Design seg_scan_ctrl, sky130hd; sources not shown.
Figure 1. Supply network.
Scale bar: 20 um. Pins as bars on the die edge.
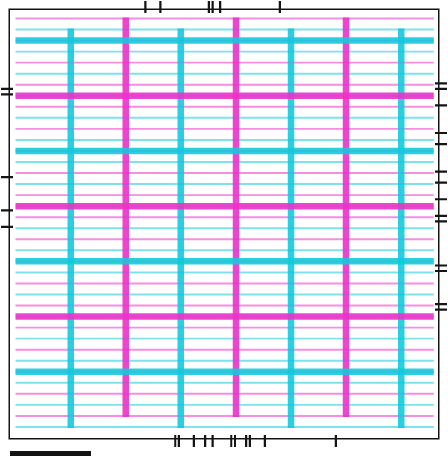
- VDD: magenta
- VSS: cyan
- met1 rails: 38
- rows: 37
Max VDD drop: 157 uV
chip height: 105 um
core box area: 10400 um2

Figure 2. Placed cells, one color a class.
Scale bar: 20 um.
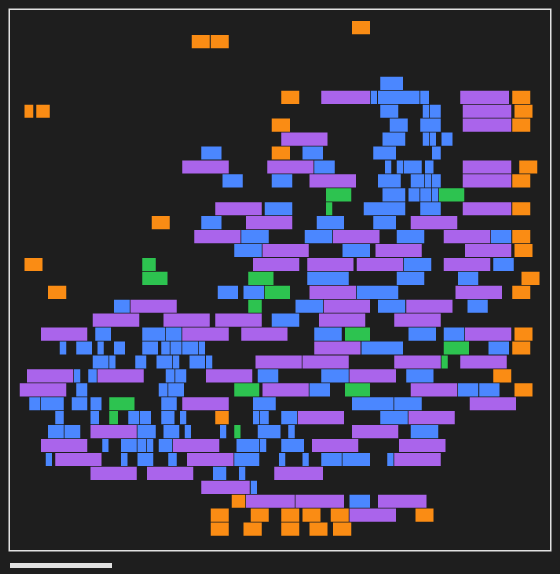
- clock drivers and dummy loads: green (cells 16; share of their area 4.6%)
- all other logic: blue (cells 143; share of their area 36%)
- flops: purple (cells 71; share of their area 49%)
- other buffers and delay cells: orange (cells 38; share of their area 10%)
final instance area: 3830 um2
Row Count: 37

Figure 3. Clock wires, drivers and flops.
Scale bar: 20 um.
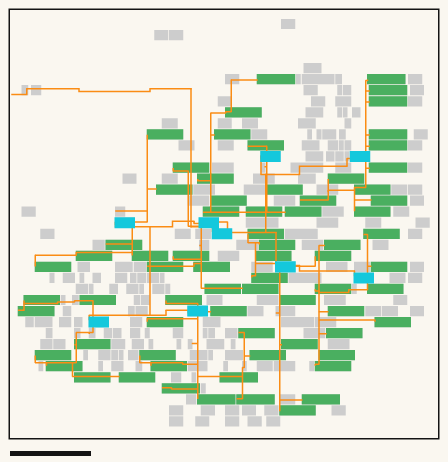
- flip-flops: green (count 71)
- clock wires: orange (length 898 um)
- cells driving clock nets: cyan (count 9)
- routed clock nets: 10
Clk. pwr: 565 uW
Worst-Skew Late Latency: 340 ps

==> results.txt <==
run metrics: chip area in the Yosys report=3210 um2, busiest layer in global routing=met2, area fraction in xor and xnor cells=3.82%, Resized cells post-CTS=0, warnings from Yosys=0, Critical Path AT=1460 ps, Seq/total area=46.8%, Detail Route met3 WL=259 um, antenna violations before repair=0, fill cell count=1008, total power=1500 uW, proportion of synthesized flip-flops having asynchronous set or reset=100%, Fin Hold WS=504 ps, clock network area share=4.41%, Worst-path clk slew=80 ps, clock root buffer master=clkbuf_8, CP Max Fanout=1, GRT Util Overall=11.0%, worst min path class=reg2reg, Cell Area, Placed=3660 um2, total clock sinks=71, kind of critical path=reg2out, Global Route met2 Usage=16.9%, drt first pass iters=4, Simple Share, Synth=8.34%, Post-Synth Adder-Cell Area=4.29%, Tap Count=136, Cells after DPL=388, utilization after layout=37.0%, ys cells=223, Synth Flop Type=dfrtp_1, Post-CTS Setup Inserts=0, WHS Path Cells=1, wl on met1=2.57 mm, clock buffers=13, Worst Path Required=2450 ps, CTS Buf Count=9, Multi-input gate area=1290 um2, highest routed layer=met4, Synth logic family=multiplexers, FF-to-FF path depth=5, IO Pins=36, Residual DRC=0, switching share of total power=22.2%, crit end category=output pin, Avg WL per Cell=13.4 um, Flops after synth=71, Comb/total area=33.6%, Switch Pwr=331 uW, share of post-route cells with drive strength above 1=29.1%, register share after synthesis=55.8%, CTS tree=yes, htree depth=3, Max Freq=398 MHz, Comb pwr share=4.9%, Flop Count=71, DRT iter0 DRCs=59, Worst-Margin Slew=877 ps, Leading cell kind=registers, final wirelength=5.40 mm, invs w/o clock=12, Signal buf overhead=9.60%, Mapped Area=3210 um2, Storage cell area=1790 um2, Die W=105 um, outcome=finished clean, Floorplan Nets=257, gpl congestion=0.749, remaining antenna violation count=0, MaxCap Viol Count=0, EDFF count, synth=0, total negative setup slack=0 ps, sequential fraction of design power=57.4%, clk buf depth=2, Tmin final=2510 ps, Yosys top cell by area=dfrtp_1, Avg Inst Size Synth=14.4 um2, mux share=21.9%, crit path buf inv count=1, CP max stage cell=clkdlybuf4s50_1, Port Buf Inserts=35, post-DR vias/cell=4.41, Clock Power Share=37.8%, OpenROAD warnings=34, number of global-route vias before repair=1878, cell-internal power=1160 uW, aoi share=1.79%, R2R setup slack=1320 ps, detailed placement HPWL=3.66 mm, # setup viols final=0, Max transition margin=41.5%, fp_density=31.0%, Final WS setup=990 ps, power density cells=390 nW/um2, grt ovf=0, grt met1 use=14.0%, worst path cell trace=clkdlybuf4s50_1, pre-CTS WS=900 ps, hold buffers post-CTS=0, Synth-to-Final Area Change=19.4%, met2 WL=2.50 mm, count of non-CTS buffers in the layout=38, clock skew=13.5 ps, pin count of the biggest net entering global routing=72, Mapped Cells=223, die area=11100 um2, final slew viol count=0, Netlist cell types=38, Cell area leaders=dfrtp_1 (46%), dfstp_2 (9.8%), mux2_4 (9.4%), mux2_2 (7.7%), ha_1 (4.3%), Ant. Diodes=0, MI comb cells=131, CP top delay family=buffers and inverters, met3 usage in global routing=4.76%, Non-Filler Instances=404, final hold viol count=0, Worst path depth=1, area share of the largest cell type after synthesis=46.0%, vias post-DR=1780, LEAKAGE=0.00161 uW, most numerous logic cell after layout=dfrtp_1, most numerous logic cells after layout=dfrtp_1 (59), clkdlybuf4s50_1 (34), mux2_2 (22), first-pass GRT wire length=9.34 mm, slowest stage delay, CP=590 ps, cycle use final=71.7%, Worst Setup Start Kind=flip-flop, RSZ-0062 raised after global routing=false, Final Net Count=297
[power by group through the flow]
stage               clock (uW)  combinational (uW)  sequential [uW]
global placement             0                73.8              873
CTS                        591                75.6              858
global route               627                81.2              861
finish                     565                72.7              858
detailed placement           0                75.2              874
floorplan                    0                28.6              867
[synthesized netlist by cell type (all sizes together) (2+ instances only)]
| library cell | instances |
|---|---|
| mux2i | 2 |
| ha | 11 |
| nand2 | 8 |
| xor2 | 6 |
| nand4 | 5 |
| nor4 | 2 |
| mux4 | 6 |
| o22ai | 2 |
| a21o | 2 |
| xnor2 | 8 |
| nand3 | 6 |
| and4 | 3 |
| mux2 | 42 |
| dfrtp | 59 |
| buf | 8 |
| o21ai | 3 |
| nor3 | 3 |
| dfstp | 12 |
| nor2 | 10 |
| inv | 12 |
Power and IR drop assume default switching activity.
